<file path="src/rtl/pio_cmd_responder.sv">
// pio_cmd_responder: executes HPS PIO commands against a local byte memory
// and returns a result byte plus done/busy/error flags over a level handshake.
module pio_cmd_responder #(
   parameter int DEPTH       = 128,
   parameter int SYNC_STAGES = 2
) (
   input  logic        clk_clk,
   input  logic        reset_reset_n,
   input  logic [17:0] cmd_word,
   input  logic        cmd_req,
   output logic [7:0]  rsp_data,
   output logic [2:0]  rsp_status
);

   typedef enum logic [1:0] {IDLE, EXEC, SWEEP, DONE} state_t;

   localparam logic [2:0] OP_NOP   = 3'd0;
   localparam logic [2:0] OP_WRITE = 3'd1;
   localparam logic [2:0] OP_READ  = 3'd2;
   localparam logic [2:0] OP_ADD   = 3'd3;
   localparam logic [2:0] OP_FILL  = 3'd4;
   localparam logic [2:0] OP_SUM   = 3'd5;
   localparam logic [6:0] LAST_IDX = 7'(DEPTH - 1);
   localparam logic [7:0] DEPTH_W  = 8'(DEPTH);

   state_t                 r_state;
   state_t                 w_nextState;
   logic [SYNC_STAGES-1:0] r_sync;
   logic [2:0]             r_op;
   logic [6:0]             r_addr;
   logic [7:0]             r_dat;
   logic [6:0]             r_idx;
   logic [7:0]             r_acc;
   logic [7:0]             r_rspData;
   logic                   r_error;
   logic [7:0]             r_mem [DEPTH];

   logic                   w_reqS;
   logic                   w_addrOk;
   logic                   w_memWe;
   logic [6:0]             w_memAddr;
   logic [7:0]             w_memWdata;
   logic [7:0]             w_memRdata;
   logic [7:0]             w_sweepRdata;

   // cmd_req is asynchronous; only the last synchroniser stage is trusted.
   always_ff @(posedge clk_clk or negedge reset_reset_n) begin
      if (!reset_reset_n) begin
         r_sync <= '0;
      end else begin
         r_sync <= {r_sync[SYNC_STAGES-2:0], cmd_req};
      end
   end

   assign w_reqS       = r_sync[SYNC_STAGES-1];
   assign w_addrOk     = ({1'b0, r_addr} < DEPTH_W);
   assign w_memRdata   = r_mem[r_addr];
   assign w_sweepRdata = r_mem[r_idx];

   always_ff @(posedge clk_clk or negedge reset_reset_n) begin
      if (!reset_reset_n) begin
         r_state <= IDLE;
      end else begin
         r_state <= w_nextState;
      end
   end

   always_comb begin
      w_nextState = r_state;
      case (r_state)
         IDLE:    if (w_reqS) w_nextState = EXEC;
         EXEC:    w_nextState = (r_op == OP_FILL || r_op == OP_SUM) ? SWEEP : DONE;
         SWEEP:   if (r_idx == LAST_IDX) w_nextState = DONE;
         DONE:    if (!w_reqS) w_nextState = IDLE;
         default: w_nextState = IDLE;
      endcase
   end

   // Single write port shared by WRITE/ADD in EXEC and FILL during the sweep.
   always_comb begin
      w_memWe    = 1'b0;
      w_memAddr  = r_addr;
      w_memWdata = r_dat;
      if (r_state == EXEC && w_addrOk) begin
         if (r_op == OP_WRITE) begin
            w_memWe = 1'b1;
         end else if (r_op == OP_ADD) begin
            w_memWe    = 1'b1;
            w_memWdata = w_memRdata + r_dat;
         end
      end else if (r_state == SWEEP && r_op == OP_FILL) begin
         w_memWe   = 1'b1;
         w_memAddr = r_idx;
      end
   end

   always_ff @(posedge clk_clk) begin
      if (w_memWe) begin
         r_mem[w_memAddr] <= w_memWdata;
      end
   end

   always_ff @(posedge clk_clk or negedge reset_reset_n) begin
      if (!reset_reset_n) begin
         r_op      <= '0;
         r_addr    <= '0;
         r_dat     <= '0;
         r_idx     <= '0;
         r_acc     <= '0;
         r_rspData <= '0;
         r_error   <= 1'b0;
      end else begin
         case (r_state)
            IDLE: begin
               if (w_reqS) begin
                  {r_op, r_addr, r_dat} <= cmd_word;
                  r_error               <= 1'b0;
               end
            end
            EXEC: begin
               r_idx <= '0;
               r_acc <= '0;
               case (r_op)
                  OP_NOP: r_rspData <= 8'h00;
                  OP_WRITE, OP_READ, OP_ADD: begin
                     if (!w_addrOk) begin
                        r_error   <= 1'b1;
                        r_rspData <= 8'h00;
                     end else if (r_op == OP_WRITE) begin
                        r_rspData <= r_dat;
                     end else if (r_op == OP_READ) begin
                        r_rspData <= w_memRdata;
                     end else begin
                        r_rspData <= w_memRdata + r_dat;
                     end
                  end
                  OP_FILL, OP_SUM: ;
                  default: begin
                     r_error   <= 1'b1;
                     r_rspData <= 8'h00;
                  end
               endcase
            end
            SWEEP: begin
               r_idx <= r_idx + 7'd1;
               r_acc <= r_acc + w_sweepRdata;
               if (r_idx == LAST_IDX) begin
                  r_rspData <= (r_op == OP_FILL) ? r_dat : (r_acc + w_sweepRdata);
               end
            end
            default: ;
         endcase
      end
   end

   assign rsp_data   = r_rspData;
   assign rsp_status = {r_error, (r_state == EXEC || r_state == SWEEP), (r_state == DONE)};

endmodule

</file>
<file path="config.mk">
export PLATFORM = sky130hd
export DESIGN_NAME = pio_cmd_responder
export DESIGN_NICKNAME = d
export VERILOG_FILES = /design/src/rtl/pio_cmd_responder.sv
export SDC_FILE = /design/constraint.sdc
export NUM_CORES = 1
export LEC_CHECK = 0
export CAP_MARGIN = 0
export CORE_MARGIN = 4
export CORE_UTILIZATION = 45
export DETAILED_ROUTE_END_ITERATION = 12
export GPL_ROUTABILITY_DRIVEN = 0
export GPL_TIMING_DRIVEN = 0
export PLACE_DENSITY = 0.65
export SETUP_SLACK_MARGIN = 0.2
export SLEW_MARGIN = 30
export SYNTH_ARGS = -nofsm -noshare
export SYNTH_HDL_FRONTEND = slang
export SYNTH_SLANG_ARGS = --single-unit
</file>
<file path="constraint.sdc">
create_clock -name clk_clk -period 13.1 [get_ports clk_clk]
set_input_delay 1.31 -clock clk_clk [delete_from_list [all_inputs] [get_ports clk_clk]]
set_output_delay 1.31 -clock clk_clk [all_outputs]
set_load 0.02 [all_outputs]
</file>
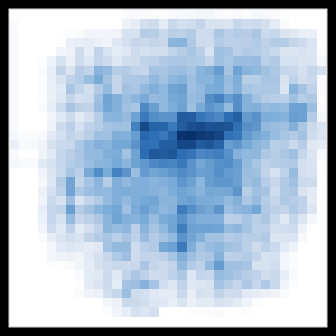
Figure 1: wiring heat map.
34 x 34 tiles, from white (low) to dark blue (high), scaled to the fullest tile. Values are wire area over tile area, all layers added.
14% of the tiles are over half the peak. The fullest tile reaches 1.0. 21% of the tiles are nearly empty. The mean over all tiles is 0.27. The emptiest ninth of the die: south-west. The densest ninth of the die: centre.

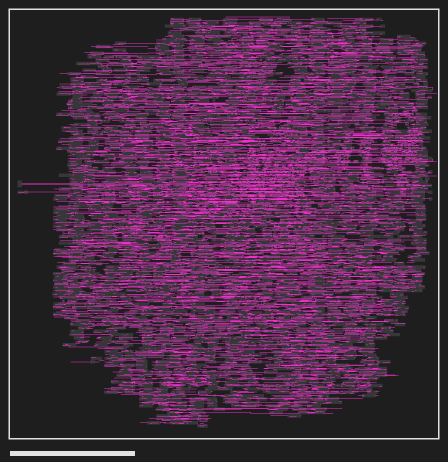
Figure 2: met1 routing.
The bar under the picture is 100 µm long.
The layer holds 34% of the routed length. The wires run mostly horizontal. The layer carries 60.1 mm of wire. The longest straight run is 91.1 µm. 2608 nets have wire on it.

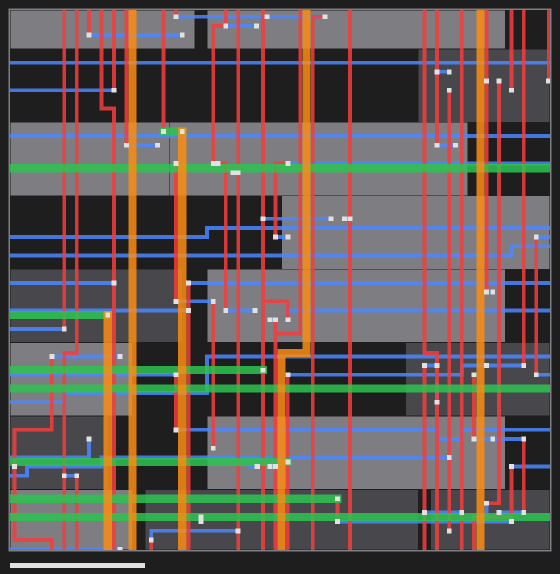
Figure 3: close-up of the layout.
The bar under the picture is 5 µm long. Window x 248 to 268, y 248 to 268 µm. Cells in grey, sequential cells in the stronger grey; small squares are vias.
Key: red = met2; orange = met4; green = met3; blue = met1
Most frequent: edfxtp_1 (7), mux4_2 (3). Sequential cells in the window: 7. Netlist names of flops here include r_mem (7). 12 logic cells have their middle in the window.

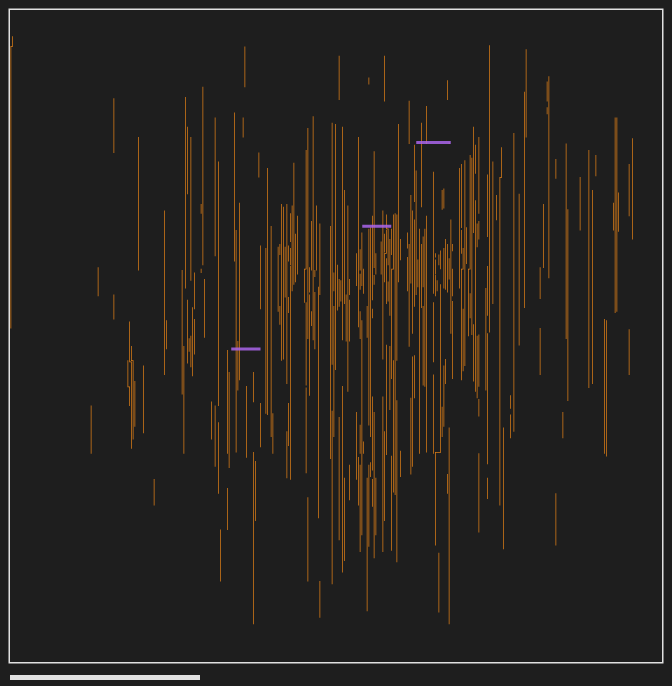
Figure 4: wiring by layer.
The bar under the picture is 100 µm long. Two of the layers only.
Key: purple = met5 [wire length 44.2 µm]; orange = met4 [wire length 12400 µm]

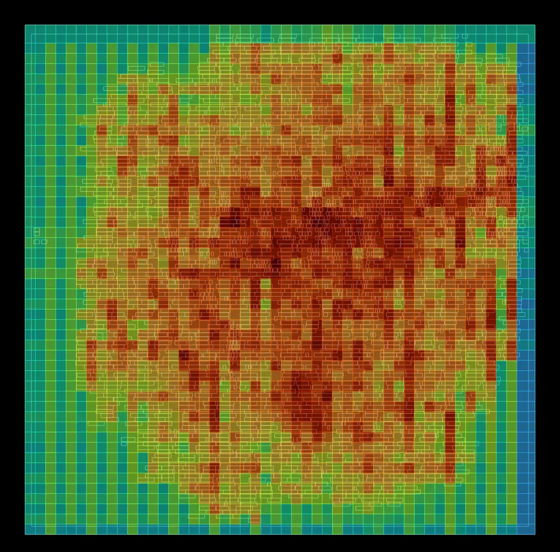
Figure 5: track usage over the die.
GR Util All Layers: 30.00%
met3 Use GR: 10.85%
met2 usage: 45.01%

==> flow_metrics.env <==
# flow metrics
export IMPL_ys_cells=2465
export IMPL_p_leak_nw=17.69
export IMPL_p_total_mw=14.41
export IMPL_mux_area_share_pct=29.76
export IMPL_die_area_um2=118000
export IMPL_clkCellAreaFrac_pct=6.578
export IMPL_fp_util_pct=45.57
export IMPL_synth_cellmix_compoundShare_pct=1.999
export IMPL_drtIter0Drc=5392
export IMPL_dominant_cells="sequential cells"
export IMPL_xor_share_pct=0.2421
export IMPL_pwr_share_clk_pct=23.1
export IMPL_yosysWarningCount=0
export IMPL_cp_common_cell="mux4_2"
export IMPL_async_reset_ff_share_pct=4.299
export IMPL_numCtsBuffers=112
export IMPL_ys_area_um2=50640
export IMPL_area_growth_pct=14.11
export IMPL_top_cell_area_share_pct=60.72
export IMPL_status="finished clean"
export IMPL_yosysUniqueCellTypes=57
export IMPL_portBuffers=31
export IMPL_worst_path_buf_inv=4
export IMPL_ys_seq_share_pct=63.00
export IMPL_reg2reg_depth=18
export IMPL_dp_final_hpwl_um=127200
export IMPL_holdPathEnd="r_sync[1]"
==> metrics by stage <==
step | hold WS, ns | area (µm²)
2_1_floorplan | 0.3312 | 50640
3_3_place_gp | 0.3466 | 52810
3_5_place_dp | 0.3365 | 53860
4_1_cts | 0.3703 | 57670
5_1_grt | 0.3907 | 57770
6_report | 0.3659 | 57790
==> worst max path at each step <==
stage	startpoint	endpoint
floorplan	r_addr[1]	r_mem[0][7]
global placement	r_addr[2]	r_mem[56][2]
detailed placement	r_idx[1]	rsp_data[6]
CTS	r_idx[1]	rsp_data[6]
global route	r_idx[1]	rsp_data[6]
finish	r_idx[1]	rsp_data[6]
==> layer usage <==
metal | vias to the layer above | wire, µm
li1 | 11067 | -
met1 | 16093 | 60120
met2 | 2566 | 79120
met3 | 605 | 24950
met4 | 6 | 12390
met5 | - | 44
